### src/rtl/fir_direct_mac_param.sv
// fir_direct_mac_param
//   Direct-form FIR filter sharing one multiplier across NTAP taps. Coefficients
//   sit in a runtime-writable register file. Valid/ready handshakes are used on
//   both the sample input and the filtered output.
//
//   Optional build macro: FIR_SAT_EN
//     defined   -> output saturates to the signed OW-bit range
//     undefined -> output takes the low OW bits (two's-complement wrap)
//
// Ports
//   iClk_12M    clock, rising edge
//   iRst        asynchronous, active-high reset
//   iInValid    input sample valid
//   oInReady    block can accept a sample (high only while idle)
//   iFirIn      signed input sample, DW bits
//   iCoeffWe    coefficient write strobe
//   iCoeffAddr  coefficient index k (coeff[k] multiplies x[n-k])
//   iCoeffData  signed coefficient value, CW bits
//   oCoeffErr   one-cycle pulse when a coefficient write is dropped
//   oOutValid   oFirOut valid, held until accepted
//   iOutReady   downstream accepts oFirOut
//   oFirOut     signed filtered output, OW bits
module fir_direct_mac_param #(
    parameter int unsigned NTAP  = 33,
    parameter int unsigned DW    = 16,
    parameter int unsigned CW    = 16,
    parameter int unsigned OW    = 16,
    parameter int unsigned SHIFT = 15
) (
    input  logic                     iClk_12M,
    input  logic                     iRst,
    input  logic                     iInValid,
    output logic                     oInReady,
    input  logic [DW-1:0]            iFirIn,
    input  logic                     iCoeffWe,
    input  logic [$clog2(NTAP)-1:0]  iCoeffAddr,
    input  logic [CW-1:0]            iCoeffData,
    output logic                     oCoeffErr,
    output logic                     oOutValid,
    input  logic                     iOutReady,
    output logic [OW-1:0]            oFirOut
);

    localparam int unsigned AW   = $clog2(NTAP);
    localparam int unsigned PW   = DW + CW;
    localparam int unsigned ACCW = PW + AW;

    typedef enum logic [1:0] {IDLE, MAC, ROUND, OUT} state_t;

    state_t                      state_q, state_d;
    logic [NTAP-1:0][DW-1:0]     tap_q;
    logic [NTAP-1:0][CW-1:0]     coeff_q;
    logic signed [ACCW-1:0]      acc_q;
    logic [AW-1:0]               k_q;

    logic                        accept_c;
    logic                        coeff_ok_c;
    logic                        coeff_err_c;
    logic                        addr_ok_c;
    logic signed [PW-1:0]        prod_c;
    logic signed [ACCW-1:0]      r_c;
    logic [OW-1:0]               fmt_c;

    // Next-state and handshake decode
    always_comb begin
        state_d     = state_q;
        accept_c    = 1'b0;
        coeff_ok_c  = 1'b0;
        coeff_err_c = 1'b0;
        addr_ok_c   = ({1'b0, iCoeffAddr} < (AW+1)'(NTAP));
        unique case (state_q)
            IDLE: begin
                if (iInValid) begin
                    accept_c = 1'b1;
                    state_d  = MAC;
                end
            end
            MAC: begin
                if (k_q == AW'(NTAP - 1)) begin
                    state_d = ROUND;
                end
            end
            ROUND: state_d = OUT;
            OUT: begin
                if (iOutReady) begin
                    state_d = IDLE;
                end
            end
            default: state_d = IDLE;
        endcase
        // Writes land only while idle; the MAC never sees a coefficient change mid-sum
        if (iCoeffWe) begin
            if ((state_q == IDLE) && addr_ok_c) begin
                coeff_ok_c = 1'b1;
            end else begin
                coeff_err_c = 1'b1;
            end
        end
    end

    // One product per MAC cycle
    assign prod_c = $signed(coeff_q[k_q]) * $signed(tap_q[k_q]);

    // Round half up, then arithmetic shift
    if (SHIFT > 0) begin : g_round
        localparam logic signed [ACCW-1:0] HALF = ACCW'(1) << (SHIFT - 1);
        logic signed [ACCW-1:0] biased;
        assign biased = acc_q + HALF;
        assign r_c    = biased >>> SHIFT;
    end else begin : g_pass
        assign r_c = acc_q;
    end

`ifdef FIR_SAT_EN
    localparam logic signed [ACCW-1:0] OMAX = $signed({{(ACCW-OW+1){1'b0}}, {(OW-1){1'b1}}});
    localparam logic signed [ACCW-1:0] OMIN = ~OMAX;

    // Clamp to the signed output range
    always_comb begin
        if (r_c > OMAX) begin
            fmt_c = OW'(OMAX);
        end else if (r_c < OMIN) begin
            fmt_c = OW'(OMIN);
        end else begin
            fmt_c = OW'(r_c);
        end
    end
`else
    // Two's-complement wrap to the output width
    assign fmt_c = OW'(r_c);
`endif

    // State and output registers
    always_ff @(posedge iClk_12M or posedge iRst) begin
        if (iRst) begin
            state_q   <= IDLE;
            oInReady  <= 1'b1;
            oOutValid <= 1'b0;
            oFirOut   <= '0;
            oCoeffErr <= 1'b0;
        end else begin
            state_q   <= state_d;
            oInReady  <= (state_d == IDLE);
            oCoeffErr <= coeff_err_c;
            if (state_q == ROUND) begin
                oOutValid <= 1'b1;
                oFirOut   <= fmt_c;
            end else if ((state_q == OUT) && iOutReady) begin
                oOutValid <= 1'b0;
            end
        end
    end

    // Tap line, coefficient file, accumulator
    always_ff @(posedge iClk_12M or posedge iRst) begin
        if (iRst) begin
            tap_q   <= '0;
            coeff_q <= '0;
            acc_q   <= '0;
            k_q     <= '0;
        end else begin
            if (coeff_ok_c) begin
                coeff_q[iCoeffAddr] <= iCoeffData;
            end
            if (accept_c) begin
                tap_q <= {tap_q[NTAP-2:0], iFirIn};
                acc_q <= '0;
                k_q   <= '0;
            end else if (state_q == MAC) begin
                acc_q <= acc_q + ACCW'(prod_c);
                k_q   <= k_q + AW'(1);
            end
        end
    end

endmodule

### config.mk
export PLATFORM = sky130hd
export DESIGN_NAME = fir_direct_mac_param
export DESIGN_NICKNAME = d
export VERILOG_FILES = /design/src/rtl/fir_direct_mac_param.sv
export SDC_FILE = /design/constraint.sdc
export NUM_CORES = 2
export LEC_CHECK = 0
export ABC_AREA = 1
export ABC_CLOCK_PERIOD_IN_PS = 81000
export CAP_MARGIN = 5
export CORE_MARGIN = 5
export CORE_UTILIZATION = 45
export CTS_CLUSTER_DIAMETER = 120
export DETAILED_ROUTE_END_ITERATION = 6
export REMOVE_ABC_BUFFERS = 1
export SYNTH_ARGS = -nofsm -noshare
export SYNTH_HDL_FRONTEND = slang
export SYNTH_SLANG_ARGS = --single-unit
### constraint.sdc
create_clock -name iClk_12M -period 81 [get_ports iClk_12M]
set_input_delay 12.15 -clock iClk_12M [delete_from_list [all_inputs] [get_ports iClk_12M]]
set_output_delay 12.15 -clock iClk_12M [all_outputs]
set_load 0.05 [all_outputs]
==> flow_metrics.tcl <==
# yosys + openroad results
set metrics [dict create \
    status "finished, final reports clean" \
    yosys_warnings 0 \
    regToRegEndpoint "acc_q[23]" \
    top_cells_by_count "nand2_1 (2105), o21ai_0 (1440), dfrtp_1 (1113), inv_1 (820), nor2_1 (401)" \
    async_flop_share_pct 100.0 \
    simple_gate_share_pct 17.27 \
    cts_made_buffers 120 \
    path_cells "clkdlybuf4s50_1, nand2_4, inv_8, buf_4, buf_4, o21ai_0" \
    final_area_um2 66930 \
    drt_iter0_markers 4109 \
    aoi_share_pct 16.54 \
    dieHeight_um 379.9 \
    drv_slew 0 \
    rows 135 \
    synth_xor_xnor_area_share_pct 0.1992 \
    io_buffers 61 \
    setup_viol 0 \
    mux_share_pct 0 \
    viasPerCell 5.349 \
    synthAdderAreaFrac_pct 11.26 \
    synth_top_area_share_pct 45.24 \
    path_depth 6 \
    maxCapViolCount 0 \
    enable_flop_cells 0 \
    reg2reg_slack_ns 70.99 \
    min_to "coeff_q[424]" \
    netlist_area_um2 61560 \
    arrival_ns 15.82 \
    hpwl_mm 95.83 \
    fmaxAchievable_mhz 65.69 \
    netlist-cell-type-count 54 \
    grt_overflow_total 0 \
    skew_ns 0.04330 \
    initial_utilization_pct 45.39 \
    hold_viol_final 0 \
    openroad.warnings 53 \
    grt_max_degree 241 \
    via_count 49070 \
    holdPathStages 2 \
    netlist_instances 7544 \
    post-place-ws_ns 64.86 \
    clk_pin_slew_worst_paths_ns 0.06 \
    rr_startpoint "k_q[1]" \
    cts_sinks 1114 \
    yosys_area_um2 61560 \
    min_from "coeff_q[424]" \
    crit_buf_inv 4 \
    antenna_left 0 \
    place_area_um2 62560 \
    clockBufferDepth 3 \
    cpMostUsedCell "buf_4" \
    grt_pass1_vias 48310 \
    syn_area_per_cell_um2 8.160 \
    grt_usage_pct 22.63 \
    drc 0 \
    cts_resized 0 \
    finalWeightedCongestion 0.7844 \
    finalCritPeriodShare_pct 18.79 \
    tightest_slew_ns 1.200 \
    postRouteWirelength_mm 162.8 \
    h-tree-depth 3 \
    worst_slack_ns 65.78 \
    final_nets 7718 \
    timing.hold.ws_ns 0.4790 \
    reg2regPathDepth 33 \
    syn2layout_area_growth_pct 8.713 \
    ys.flop_type "dfrtp_1" \
    crit_type "in2reg" \
    top_area_cell "dfrtp_1" \
    cp_slowest_cell "buf_4" \
    area_leaders "dfrtp_1 (45%), nand2_1 (13%), o21ai_0 (12%)" \
    antenna_cells 0 \
    timing.final.crit_period_ns 15.22 \
    fill_cells 12990 \
    logic_family "simple AND/OR/NAND/NOR gates" \
    core_area_um2 135600 \
]
[per-stage QoR]
step                instances
floorplan                7031
global placement         8951
detailed placement       8951
CTS                      9174
global route             9174
finish                   9174
[cells in the final DEF (no fill, tap or decap), types with 121 or more instances in the layout]
master	count
dfrtp_1	1110
nand2_1	2104
nor2_1	400
fa_1	285
o21ai_0	1440
nand3_1	139
a21oi_1	180
o22ai_1	135
inv_1	818
clkbuf_16	121
[registers in the layout (all words and copies together), names as in the netlist]
| name | count |
|---|---|
| acc_q | 31 |
| coeff_q | 528 |
| k_q | 6 |
| oCoeffErr | 1 |
| oFirOut | 16 |
| oInReady | 1 |
| oOutValid | 1 |
| state_q | 2 |
| tap_q | 528 |
[worst reg2reg max path, delay by kind of cell (launching register included)]
| family | cells | cell delay [ns] |
|---|---|---|
| flops | 1 | 0.67 |
| fa+ha+maj | 7 | 3.32 |
| simple gates | 7 | 0.86 |
| compound gates | 10 | 2.74 |
| buf+inv | 9 | 2.31 |
[worst max path at each step]
stage / endpoint / slack, ns
2_1_floorplan: acc_q[0] / 37.48
3_3_place_gp: tap_q[231] / 64.87
3_5_place_dp: tap_q[151] / 64.86
4_1_cts: tap_q[361] / 65.67
5_1_grt: tap_q[327] / 65.19
6_report: tap_q[307] / 65.78
[layout make-up]
class	count	area, µm²	share of cell area [%]
inverter	865	3284	4.908
timing repair buffer	139	1284	1.918
clock inverter	53	833.3	1.245
sequential	1114	27890	41.67
clock buffer	170	3532	5.278
multi-input combinational	5052	27880	41.65
tap	1781	2228	3.330
[kinds of logic after synthesis]
group / count (synthesis)
xor+xnor: 14
simple gates: 2722
flops: 1114
compound gates: 1933
buf+inv: 1378
fa+ha+maj: 383
[layer usage]
layer / track usage (%) / vias to the layer above / wire, µm
met4: 5.268 / 0 / 3542
met1: 32.27 / 24250 / 75550
met2: 37.33 / 1132 / 76060
li1: - / 23460 / -
met5: 0 / - / 0
met3: 2.589 / 233 / 7616
Routing congestion map:
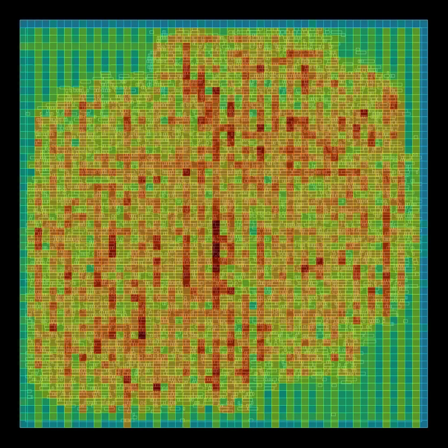
Util after Layout: 49.34%
GR Layer Usage met3: 2.589%
GRT met2 Usage: 37.33%

Cell sizes after repair:
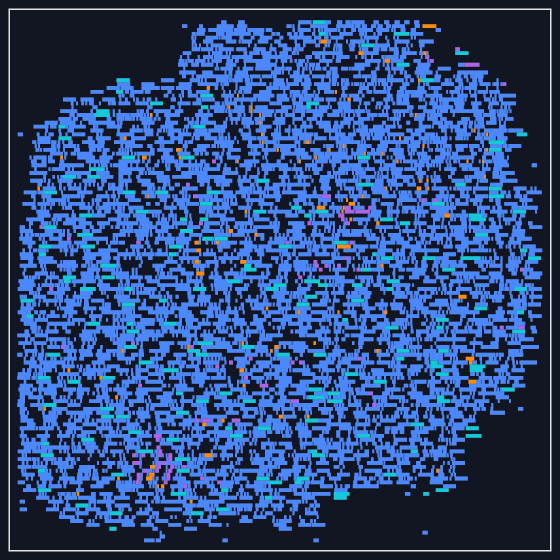
[cyan] drive 6 and up | cells: 188 | most used: clkbuf_16
[blue] drive 1 or less | cells: 7014 | most used: nand2_1
[purple] drive 3 to 4 | cells: 86 | most used: buf_4
[orange] drive 2 | cells: 105 | most used: inv_2

